run_1/wires.png
Bar = 20 um.
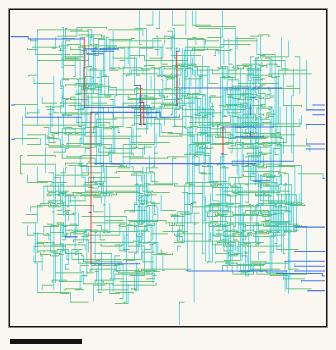
run_1/detail.png
Bar = 5 um. Window x 34 to 54, y 52 to 72 um. Cells in gray, sequential cells in the stronger gray; small squares are vias.
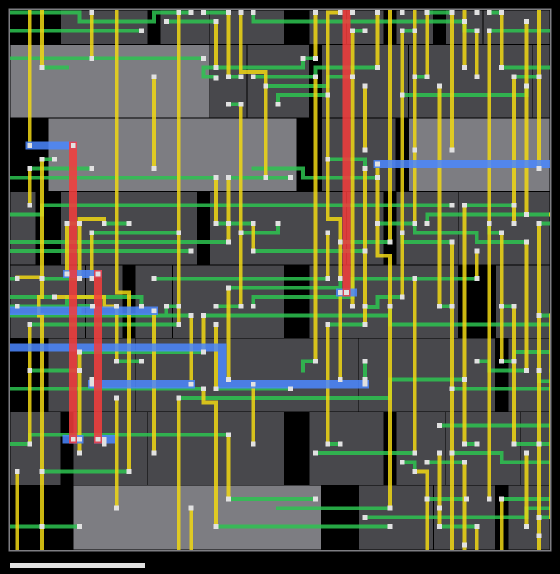
run_1/flops_by_reg.png
Bar = 20 um.
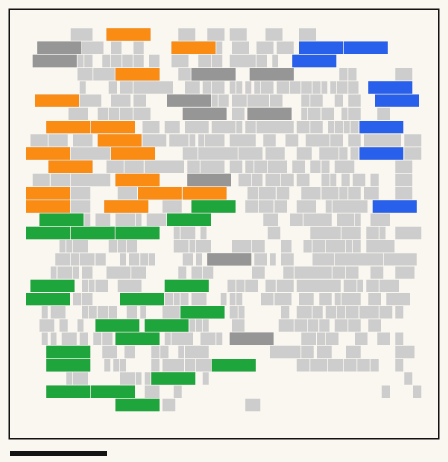
===== config.mk =====
export PLATFORM = sky130hd
export DESIGN_NAME = ps2_key_ctrl
export DESIGN_NICKNAME = d
export VERILOG_FILES = /design/src/rtl/ps2_key_ctrl.sv
export SDC_FILE = /design/constraint.sdc
export NUM_CORES = 1
export LEC_CHECK = 0
export CORE_MARGIN = 3
export CORE_UTILIZATION = 50
export CTS_CLUSTER_DIAMETER = 200
export CTS_CLUSTER_SIZE = 25
export DETAILED_ROUTE_END_ITERATION = 12
export PLACE_DENSITY_LB_ADDON = 0.15
export SYNTH_ARGS = -nofsm -noshare
export SYNTH_HDL_FRONTEND = slang
export SYNTH_SLANG_ARGS = --single-unit

===== constraint.sdc =====
create_clock -name clk_i -period 3.1 [get_ports clk_i]
set_input_delay 0.62 -clock clk_i [delete_from_list [all_inputs] [get_ports clk_i]]
set_output_delay 0.62 -clock clk_i [all_outputs]
set_load 0.02 [all_outputs]

===== src/rtl/ps2_key_ctrl.sv =====
// ps2_key_ctrl: PS/2 Set 2 scan-code sequencer for the STG game logic.
// Decodes E0 (extended) and F0 (break) prefixes, keeps a held-key vector for
// eight game actions and queues press/release events in a first-word-fall-
// through FIFO with a valid/ready handshake. A pending prefix is dropped after
// TIMEOUT_CYCLES idle cycles.
//
// Ports:
//   clk_i, rst_n_i      clock, asynchronous active-low reset
//   code_valid_i        one-cycle strobe, code_byte_i holds a new scan byte
//   code_byte_i[7:0]    scan byte from the receiver
//   keys_held_o[7:0]    [0]up [1]down [2]left [3]right [4]fire [5]bomb [6]slow [7]pause
//   evt_valid_o         FIFO head valid
//   evt_ready_i         consumer accepts head when evt_valid_o & evt_ready_i
//   evt_key_o[2:0]      action index of the head event
//   evt_press_o         1 = press, 0 = release
//   evt_overflow_o      sticky: an event was dropped on a full FIFO
//   ovf_clr_i           clears evt_overflow_o
//
// State | Meaning
// ------+-------------------------------------------
// IDLE  | no prefix pending
// EXT   | E0 seen, waiting for extended code or F0
// BRK   | F0 seen, next plain code is a release
// EXT_BRK | E0 F0 seen, next extended code is a release
module ps2_key_ctrl #(
    parameter int FIFO_DEPTH     = 4,
    parameter int TIMEOUT_CYCLES = 2_000_000
) (
    input  logic       clk_i,
    input  logic       rst_n_i,
    input  logic       code_valid_i,
    input  logic [7:0] code_byte_i,
    output logic [7:0] keys_held_o,
    output logic       evt_valid_o,
    input  logic       evt_ready_i,
    output logic [2:0] evt_key_o,
    output logic       evt_press_o,
    output logic       evt_overflow_o,
    input  logic       ovf_clr_i
);
    localparam int PW = $clog2(FIFO_DEPTH);
    localparam int CW = PW + 1;
    localparam int TW = $clog2(TIMEOUT_CYCLES + 1);
    localparam logic [TW-1:0] TO_MAX  = TW'(TIMEOUT_CYCLES);
    localparam logic [CW-1:0] DEPTH_C = CW'(FIFO_DEPTH);

    typedef enum logic [1:0] {ST_IDLE, ST_EXT, ST_BRK, ST_EXT_BRK} state_t;

    state_t        state_q, state_d;
    logic [TW-1:0] to_cnt_q, to_cnt_d;
    logic [7:0]    held_q, held_d;
    logic [3:0]    mem_q [FIFO_DEPTH];
    logic [PW-1:0] wptr_q, wptr_d, rptr_q, rptr_d;
    logic [CW-1:0] cnt_q, cnt_d;
    logic          ovf_q, ovf_d;

    logic       plain_hit, ext_hit;
    logic [2:0] plain_idx, ext_idx;
    logic       act_press, act_release;
    logic [2:0] act_idx;
    logic       push, push_press, push_ok, pop, full, drop;

    always_comb begin
        plain_hit = 1'b1;
        plain_idx = 3'd0;
        case (code_byte_i)
            8'h1D:   plain_idx = 3'd0;
            8'h1B:   plain_idx = 3'd1;
            8'h1C:   plain_idx = 3'd2;
            8'h23:   plain_idx = 3'd3;
            8'h3B:   plain_idx = 3'd4;
            8'h42:   plain_idx = 3'd5;
            8'h12:   plain_idx = 3'd6;
            8'h76:   plain_idx = 3'd7;
            default: plain_hit = 1'b0;
        endcase
        ext_hit = 1'b1;
        ext_idx = 3'd0;
        case (code_byte_i)
            8'h75:   ext_idx = 3'd0;
            8'h72:   ext_idx = 3'd1;
            8'h6B:   ext_idx = 3'd2;
            8'h74:   ext_idx = 3'd3;
            default: ext_hit = 1'b0;
        endcase
    end

    always_comb begin
        state_d     = state_q;
        act_press   = 1'b0;
        act_release = 1'b0;
        act_idx     = plain_idx;
        if (code_valid_i) begin
            case (state_q)
                ST_IDLE: begin
                    if (code_byte_i == 8'hE0)      state_d = ST_EXT;
                    else if (code_byte_i == 8'hF0) state_d = ST_BRK;
                    else                           act_press = plain_hit;
                end
                ST_EXT: begin
                    if (code_byte_i == 8'hF0)      state_d = ST_EXT_BRK;
                    else if (code_byte_i == 8'hE0) state_d = ST_EXT;
                    else begin
                        state_d   = ST_IDLE;
                        act_press = ext_hit;
                        act_idx   = ext_idx;
                    end
                end
                ST_BRK: begin
                    state_d     = ST_IDLE;
                    act_release = plain_hit;
                end
                ST_EXT_BRK: begin
                    state_d     = ST_IDLE;
                    act_release = ext_hit;
                    act_idx     = ext_idx;
                end
                default: state_d = ST_IDLE;
            endcase
        end else if (state_q != ST_IDLE && to_cnt_q == TO_MAX) begin
            state_d = ST_IDLE;
        end
    end

    // Counter only runs while a prefix is pending; it saturates at TO_MAX.
    always_comb begin
        to_cnt_d = to_cnt_q;
        if (code_valid_i || state_q == ST_IDLE) to_cnt_d = '0;
        else if (to_cnt_q != TO_MAX)            to_cnt_d = to_cnt_q + TW'(1);
    end

    // Only edges of the held vector generate events; typematic repeats and
    // releases of keys not held are swallowed here.
    always_comb begin
        held_d     = held_q;
        push       = 1'b0;
        push_press = 1'b0;
        if (act_press && !held_q[act_idx]) begin
            held_d[act_idx] = 1'b1;
            push            = 1'b1;
            push_press      = 1'b1;
        end
        if (act_release && held_q[act_idx]) begin
            held_d[act_idx] = 1'b0;
            push            = 1'b1;
        end
    end

    // A simultaneous pop frees a slot, so a push into a full FIFO still fits.
    always_comb begin
        pop     = (cnt_q != '0) && evt_ready_i;
        full    = (cnt_q == DEPTH_C);
        push_ok = push && (!full || pop);
        drop    = push && full && !pop;
        wptr_d  = push_ok ? wptr_q + PW'(1) : wptr_q;
        rptr_d  = pop ? rptr_q + PW'(1) : rptr_q;
        case ({push_ok, pop})
            2'b10:   cnt_d = cnt_q + CW'(1);
            2'b01:   cnt_d = cnt_q - CW'(1);
            default: cnt_d = cnt_q;
        endcase
        if (drop)           ovf_d = 1'b1;
        else if (ovf_clr_i) ovf_d = 1'b0;
        else                ovf_d = ovf_q;
    end

    always_ff @(posedge clk_i or negedge rst_n_i) begin
        if (!rst_n_i) begin
            state_q  <= ST_IDLE;
            to_cnt_q <= '0;
            held_q   <= '0;
            wptr_q   <= '0;
            rptr_q   <= '0;
            cnt_q    <= '0;
            ovf_q    <= 1'b0;
            for (int i = 0; i < FIFO_DEPTH; i++) mem_q[i] <= '0;
        end else begin
            state_q  <= state_d;
            to_cnt_q <= to_cnt_d;
            held_q   <= held_d;
            wptr_q   <= wptr_d;
            rptr_q   <= rptr_d;
            cnt_q    <= cnt_d;
            ovf_q    <= ovf_d;
            if (push_ok) mem_q[wptr_q] <= {act_idx, push_press};
        end
    end

    assign keys_held_o    = held_q;
    assign evt_valid_o    = (cnt_q != '0);
    assign evt_key_o      = mem_q[rptr_q][3:1];
    assign evt_press_o    = mem_q[rptr_q][0];
    assign evt_overflow_o = ovf_q;

endmodule


==> flow_metrics.py, run 1 <==
# Auto-generated metrics
metrics = {
    "timing": {
        "rsz0062_at_grt": "yes",
        "drv_slew": 0,
        "finalSetupViolations": 5,
        "hold_viol": 0,
        "worstMarginPinSlew_ns": 0.840,
        "period_needed_ns": 3.17,
        "setup_ws_ns": -0.0696,
        "tns_ns": -0.163,
        "finalClockSkew_ns": 0.0103,
        "hold_slack_ns": 0.337,
        "relSlewSlack_pct": 44.0,
        "timing.final.crit_share_pct": 102,
        "fmax_mhz": 315,
    },
    "setup_path": {
        "critPathBufInv": 4,
        "start_kind": "primary input",
        "cp-end-kind": "register",
        "r2r_cells": 14,
        "r2r_end": "cnt_q[2]$_DFFE_PN0P_",
        "cp_slowest_cell": "nor4bb_4",
        "crit_end": "cnt_q[2]$_DFFE_PN0P_",
        "required_ns": 3.34,
        "cp.depth": 16,
        "critPathKind": "in2reg",
        "r2r-start": "state_q[0]$_DFFE_PN0P_",
        "critPathMaxFanout": 3,
        "regToRegSetupSlack_ns": 0.18,
        "worst-endpoint-arrival_ns": 3.41,
        "cp_top_family": "simple AND/OR/NAND/NOR gates",
        "cp-startpoint": "code_byte_i[1]",
    },
    "finish": {
        "comb_area_share_pct": 47.4,
        "finish.instance_area_um2": 4250,
        "syn_to_final_growth_pct": 26.5,
        "mostFrequentLayoutCells": "55 x dfrtp_1, 50 x buf_4, 34 x nor2_1",
        "n_all_inverters": 8,
        "largest_register_ffs": 21,
        "fin_util_pct": 66.2,
        "sh_seq_area_pct": 32.4,
        "clock_cell_area_share_pct": 2.24,
        "n_fill_cell": 510,
        "ff_latch_area_um2": 1380,
        "nets": 425,
        "top_register": "to_cnt_q",
        "buffers_excl_clock": 79,
        "biggestCellCategory": "combinational gates",
        "layout_top_cell": "dfrtp_1",
        "antenna_cells": 0,
        "final_cells": 483,
        "layout-drive-gt1-share_pct": 28.8,
        "nFlopsAndLatches": 55,
        "clock_buffers": 7,
        "num-multi-input-gates": 256,
        "nonClkBufAreaFrac_pct": 15.0,
    },
    "clock_tree": {
        "clk_path_buf_depth": 2,
        "htreeDepth": 2,
        "cts_hold_buf": 0,
        "cts_tree": "done",
        "numCtsBuffers": 5,
        "clk_latency_ns": 0.31,
        "cts_repair_resize_count": 58,
        "cts.sinks": 55,
        "path_clk_slew_ns": 0.10,
        "clock-root-buffer": "clkbuf_8",
        "cts_setup_buffers": 6,
    },
    "synth": {
        "synth.yosys.warnings": 0,
        "ys_sh_xor_pct": 5.73,
        "yosys.area_share.simple_pct": 23.7,
        "edf_count": 0,
        "ys_area_um2": 3360,
        "ys_types": 65,
        "largest_area_cell": "dfrtp_1",
        "ys_seq_elements": 55,
        "synth.logic.top_family": "simple AND/OR/NAND/NOR gates",
        "yosys.area_share.adder_pct": 2.83,
        "mux_area_share_pct": 8.97,
        "synthesis.area_um2": 3360,
        "top_area_share_pct": 40.9,
        "synth-async-reset-ratio_pct": 100,
        "ys.flop_type": "dfrtp_1",
        "syn_inst": 335,
        "ys_top_cells_by_count": "55 x dfrtp_1, 35 x nor2_1, 22 x nand2_1, 17 x nand3_1, 14 x a31oi_1",
        "top_cells_by_area": "dfrtp_1 41%, mux2_1 4.4%, nor2_1 3.9%, xnor2_1 2.9%, xor2_1 2.9%",
        "synth-cells-yosys": 335,
        "synth_top_cell_by_count": "dfrtp_1",
        "ys_seq_share_pct": 40.9,
    },
    "place": {
        "hpwl_mm": 5.43,
        "numPortBuffers": 26,
        "dp_slack_ns": -0.795,
        "dp.cells": 465,
        "finalWeightedCongestion": 0.907,
        "place_area_um2": 3970,
    },
    "routing": {
        "wl_met3_um": 371,
        "final_antenna_net_count": 0,
        "first_iter_violations": 110,
        "maxUsedRoutingLayer": "met4",
        "via_per_inst": 5.92,
        "wirelength_met1_mm": 3.60,
        "met2_wirelength_mm": 3.77,
        "dr.pass1.iters": 4,
        "drcViolationCount": 0,
    },
    "pwr": {
        "p_per_area_nw_per_um2": 439,
        "p_clk_share_pct": 22.7,
        "ir_worst_vdd_v": 0.000444,
        "power_leader": "sequential cells",
        "pg_clk_mw": 0.423,
        "p_leak_nw": 1.79,
        "total_power_mw": 1.87,
        "sequentialPower_mw": 0.903,
        "switching_share_pct": 32.1,
        "power_frac_comb_pct": 29.0,
        "p_seq_share_pct": 48.4,
        "p_comb_mw": 0.541,
        "p_sw_mw": 0.598,
    },
    "floorplanning": {
        "coreArea_um2": 6420,
        "chip_area_um2": 7740,
        "core_util_floorplan_pct": 52.3,
        "taps": 77,
        "die-width_um": 88,
        "fp.dieH_um": 88,
        "core.rowCount": 29,
        "io_pins": 27,
    },
    "grt": {
        "grt_util_met1_pct": 28.2,
        "met3_usage_pct": 3.67,
        "antenna_found_initial": 0,
        "grt_pass1_wl_mm": 13.0,
        "grt.met2_usage_pct": 36.0,
        "first_global_vias": 2789,
        "grt.overflow.total": 0,
        "grt_max_degree": 29,
        "busiest_layer": "met2",
    },
    "worst_hold_path": {
        "hold_class": "in2async",
    },
    "job": {
        "warnings": 32,
    },
    "outcome": {
        "status": "complete, but fails checks",
        "violations": "setup timing",
    },
}
Notes on wires.png above:
metal 4: drawn in red, wire length 101 um. metal 3: drawn in blue, wire length 371 um. metal 1: drawn in green, wire length 3600 um. metal 2: drawn in cyan, wire length 3770 um.
DR WL/cell: 16.2 um
Routed WL: 7.84 mm
GRT Total Usage: 21.3%
total number of vias: 2857

Notes on detail.png above:
metal 1: drawn in green. metal 3: drawn in blue. metal 2: drawn in yellow. metal 4: drawn in red.
Most frequent: buf_4 (6), dfrtp_1 (4). 29 logic cells have their middle in the window. Netlist names of flops here include cnt_q (2), rptr_q (2). Sequential cells in the window: 4.

Notes on flops_by_reg.png above:
keys_held_o: drawn in blue, placed flops 8, where north-east. mem_q: drawn in orange, placed flops 16. to_cnt_q: drawn in green, placed flops 21.
Another 10 sequential cells are not colored.

==> run 2, diff against run 1 <==
Settings changed: CTS_BUF_LIST from default to sky130_fd_sc_hd__clkbuf_4.
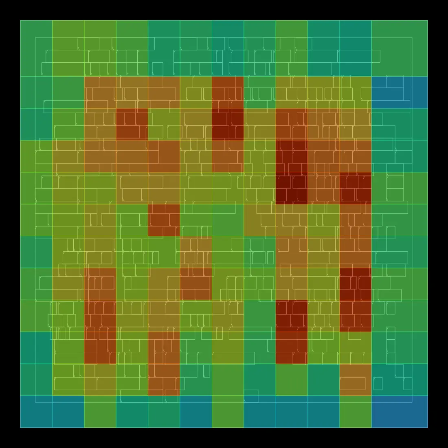
run_2/congestion.png
GRT Total Usage: 20.9%
met3 Resource Use GR: 3.48%
Util after Layout: 64.9%
DR WL/cell: 16.2 um

==> run 2 against run 1 <==
The flow still finishes with violations (setup timing). Sequential share of layout area increased by 0.67 points. Count of clock-buffer cells in the layout fell by 1. Largest power group unchanged. Utilization decreased by 1.3 points. Fmax up 2.2%. Total power decreased by 6.5%. Clock power down 23%.
==> flow_metrics.py, run 2 <==
# Auto-generated metrics
metrics = {
    "outcome": {
        "status": "complete, but fails checks",
        "violations": "setup timing",
    },
    "place": {
        "place_area_um2": 3970,
        "numPortBuffers": 26,
        "dp.cells": 465,
        "finalWeightedCongestion": 0.907,
    },
    "setup_path": {
        "crit_end": "cnt_q[1]$_DFFE_PN0P_",
        "r2r_end": "cnt_q[1]$_DFFE_PN0P_",
        "cp_slowest_cell": "a2111oi_4",
        "worst-endpoint-arrival_ns": 3.39,
        "critPathBufInv": 2,
        "cp-end-kind": "register",
        "r2r_cells": 11,
    },
    "finish": {
        "sh_seq_area_pct": 33.0,
        "layout-drive-gt1-share_pct": 27.5,
        "biggestCellCategory": "combinational gates",
        "ff_latch_area_um2": 1380,
        "nFlopsAndLatches": 55,
        "num-multi-input-gates": 256,
        "largest_register_ffs": 21,
        "finish.instance_area_um2": 4170,
        "comb_area_share_pct": 48.1,
        "nets": 422,
        "layout_top_cell": "dfrtp_1",
        "antenna_cells": 0,
        "syn_to_final_growth_pct": 24.0,
        "n_all_inverters": 8,
    },
    "pwr": {
        "p_leak_nw": 1.75,
        "ir_worst_vdd_v": 0.000442,
        "power_frac_comb_pct": 29.7,
        "power_leader": "sequential cells",
        "p_clk_share_pct": 18.5,
        "switching_share_pct": 33.2,
    },
    "synth": {
        "ys.flop_type": "dfrtp_1",
        "syn_inst": 335,
        "largest_area_cell": "dfrtp_1",
        "top_cells_by_area": "dfrtp_1 41%, mux2_1 4.4%, nor2_1 3.9%, xnor2_1 2.9%, xor2_1 2.9%",
        "yosys.area_share.adder_pct": 2.83,
        "synth-cells-yosys": 335,
        "synth.logic.top_family": "simple AND/OR/NAND/NOR gates",
        "yosys.area_share.simple_pct": 23.7,
        "mux_area_share_pct": 8.97,
        "synth-async-reset-ratio_pct": 100,
        "ys_area_um2": 3360,
    },
    "timing": {
        "finalClockSkew_ns": 0.0210,
        "hold_viol": 0,
        "period_needed_ns": 3.10,
        "rsz0062_at_grt": "yes",
        "finalSetupViolations": 1,
        "setup_ws_ns": -0.00247,
        "timing.final.crit_share_pct": 100,
        "tns_ns": -0.00247,
        "fmax_mhz": 322,
    },
    "routing": {
        "maxUsedRoutingLayer": "met4",
        "final_antenna_net_count": 0,
        "wirelength_met1_mm": 3.61,
        "via_per_inst": 5.93,
        "drcViolationCount": 0,
    },
    "floorplanning": {
        "core.rowCount": 29,
        "fp.dieH_um": 88,
        "coreArea_um2": 6420,
    },
    "grt": {
        "busiest_layer": "met2",
        "antenna_found_initial": 0,
        "grt_util_met1_pct": 28.2,
        "grt_pass1_wl_mm": 12.9,
    },
    "clock_tree": {
        "cts_tree": "done",
        "path_clk_slew_ns": 0.17,
        "htreeDepth": 2,
        "clk_path_buf_depth": 2,
        "cts_setup_buffers": 4,
        "cts.sinks": 55,
    },
}
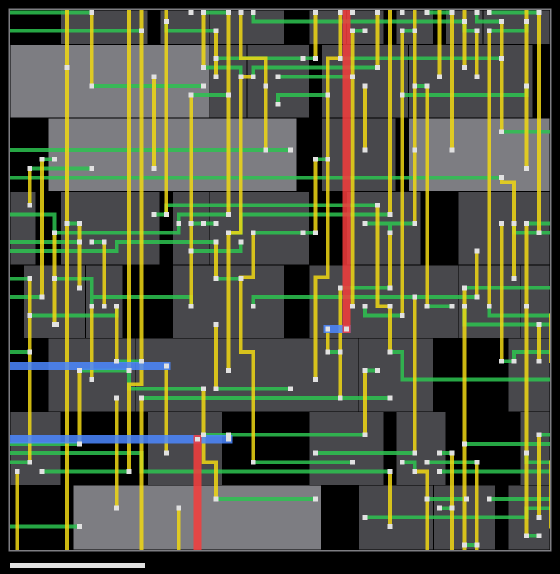
run_2/detail.png
Bar = 5 um. Window x 34 to 54, y 52 to 72 um. Cells in gray, sequential cells in the stronger gray; small squares are vias.
metal 4: drawn in red. metal 2: drawn in yellow. metal 3: drawn in blue. metal 1: drawn in green.
Most frequent: dfrtp_1 (4), clkbuf_4 (3), buf_4 (3). 26 logic cells have their middle in the window. Sequential cells in the window: 4. Netlist names of flops here include cnt_q (2), rptr_q (2).

==> run 3, diff against run 2 <==
Settings changed: CORE_MARGIN 3 to 8.
Clock period 3.1 ns to 2.7 ns, I/O delays scaled along.
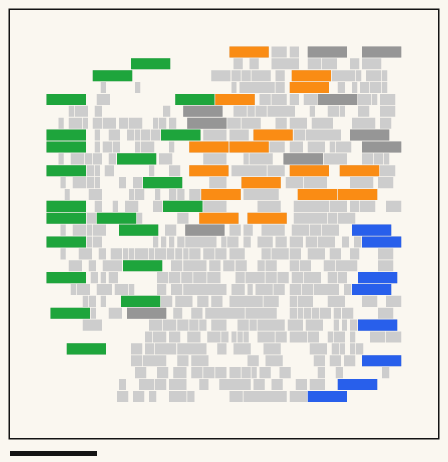
run_3/flops_by_reg.png
Bar = 20 um.
keys_held_o: drawn in blue, placed flops 8. mem_q: drawn in orange, placed flops 16. to_cnt_q: drawn in green, placed flops 21.
Another 10 sequential cells are not colored.

==> run 3 against run 2 <==
The flow still finishes with violations (setup timing). Critical path depth up 2. Clock skew up 0.0051 ns. Clock power up about 20%. Register-to-register slack worse by 0.34 ns. Die area up 24%. Critical path type unchanged. Largest cell class unchanged. Highest routed layer unchanged.
==> flow_metrics.py, run 3 <==
# Auto-generated metrics
metrics = {
    "outcome": {
        "status": "complete, but fails checks",
        "violations": "setup timing",
    },
    "setup_path": {
        "worst-endpoint-arrival_ns": 3.31,
        "critPathKind": "in2reg",
        "cp_slowest_cell": "or3b_4",
        "critPathMaxFanout": 7,
        "cp.depth": 14,
        "start_kind": "primary input",
        "cp-end-kind": "register",
        "r2r-start": "state_q[0]$_DFFE_PN0P_",
        "required_ns": 3.02,
        "regToRegSetupSlack_ns": -0.16,
    },
    "synth": {
        "ys_seq_elements": 55,
        "largest_area_cell": "dfrtp_1",
        "syn_inst": 335,
        "ys_top_cells_by_count": "55 x dfrtp_1, 35 x nor2_1, 22 x nand2_1, 17 x nand3_1, 14 x a31oi_1",
        "synthesis.area_um2": 3360,
        "top_cells_by_area": "dfrtp_1 41%, mux2_1 4.4%, nor2_1 3.9%, xnor2_1 2.9%, xor2_1 2.9%",
        "mux_area_share_pct": 8.97,
        "synth-cells-yosys": 335,
    },
    "finish": {
        "finish.instance_area_um2": 4380,
        "sh_seq_area_pct": 31.4,
        "clock_cell_area_share_pct": 1.40,
        "largest_register_ffs": 21,
        "biggestCellCategory": "combinational gates",
        "top_register": "to_cnt_q",
        "nFlopsAndLatches": 55,
        "fin_util_pct": 65.9,
        "n_fill_cell": 537,
        "syn_to_final_growth_pct": 30.3,
        "num-multi-input-gates": 256,
        "n_all_inverters": 8,
        "final_cells": 492,
    },
    "pwr": {
        "power_leader": "sequential cells",
        "p_seq_share_pct": 49.9,
        "p_leak_nw": 1.82,
        "total_power_mw": 2.09,
        "pg_clk_mw": 0.388,
        "p_sw_mw": 0.725,
        "p_clk_share_pct": 18.5,
    },
    "routing": {
        "drcViolationCount": 0,
        "via_per_inst": 5.92,
        "wl_met3_um": 404,
        "wirelength_met1_mm": 3.70,
        "wl_per_cell_um": 17.0,
        "vias": 2914,
    },
    "floorplanning": {
        "taps": 80,
        "chip_area_um2": 9600,
        "io_pins": 27,
    },
    "place": {
        "hpwl_mm": 5.72,
        "dp.cells": 472,
        "numPortBuffers": 26,
    },
    "grt": {
        "grt_use_total_pct": 17.0,
        "grt_pass1_wl_mm": 13.5,
        "first_global_vias": 2811,
        "grt_util_met1_pct": 21.0,
        "grt_max_degree": 42,
    },
    "clock_tree": {
        "clk_latency_ns": 0.40,
        "htreeDepth": 2,
        "cts_repair_resize_count": 63,
    },
    "timing": {
        "fmax_mhz": 335,
        "worstMarginPinSlew_ns": 0.906,
        "finalSetupViolations": 21,
        "drv_slew": 0,
        "timing.final.crit_share_pct": 111,
        "setup_ws_ns": -0.289,
        "relSlewSlack_pct": 39.6,
        "period_needed_ns": 2.99,
        "hold_viol": 0,
        "tns_ns": -4.01,
    },
}
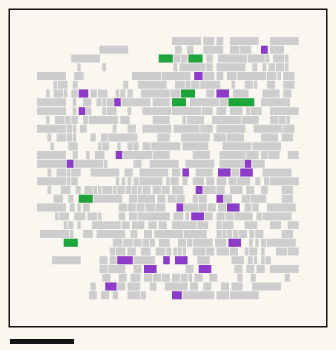
run_3/logic_types.png
Bar = 20 um.
and/or cells: drawn in purple, cells 25. fa/ha/maj cells: drawn in green, cells 7.
combinational share of cell area: 47.6%
most instantiated logic cell after routing: dfrtp_1

Power figures rest on the tool's default switching activity, not on a simulated workload.
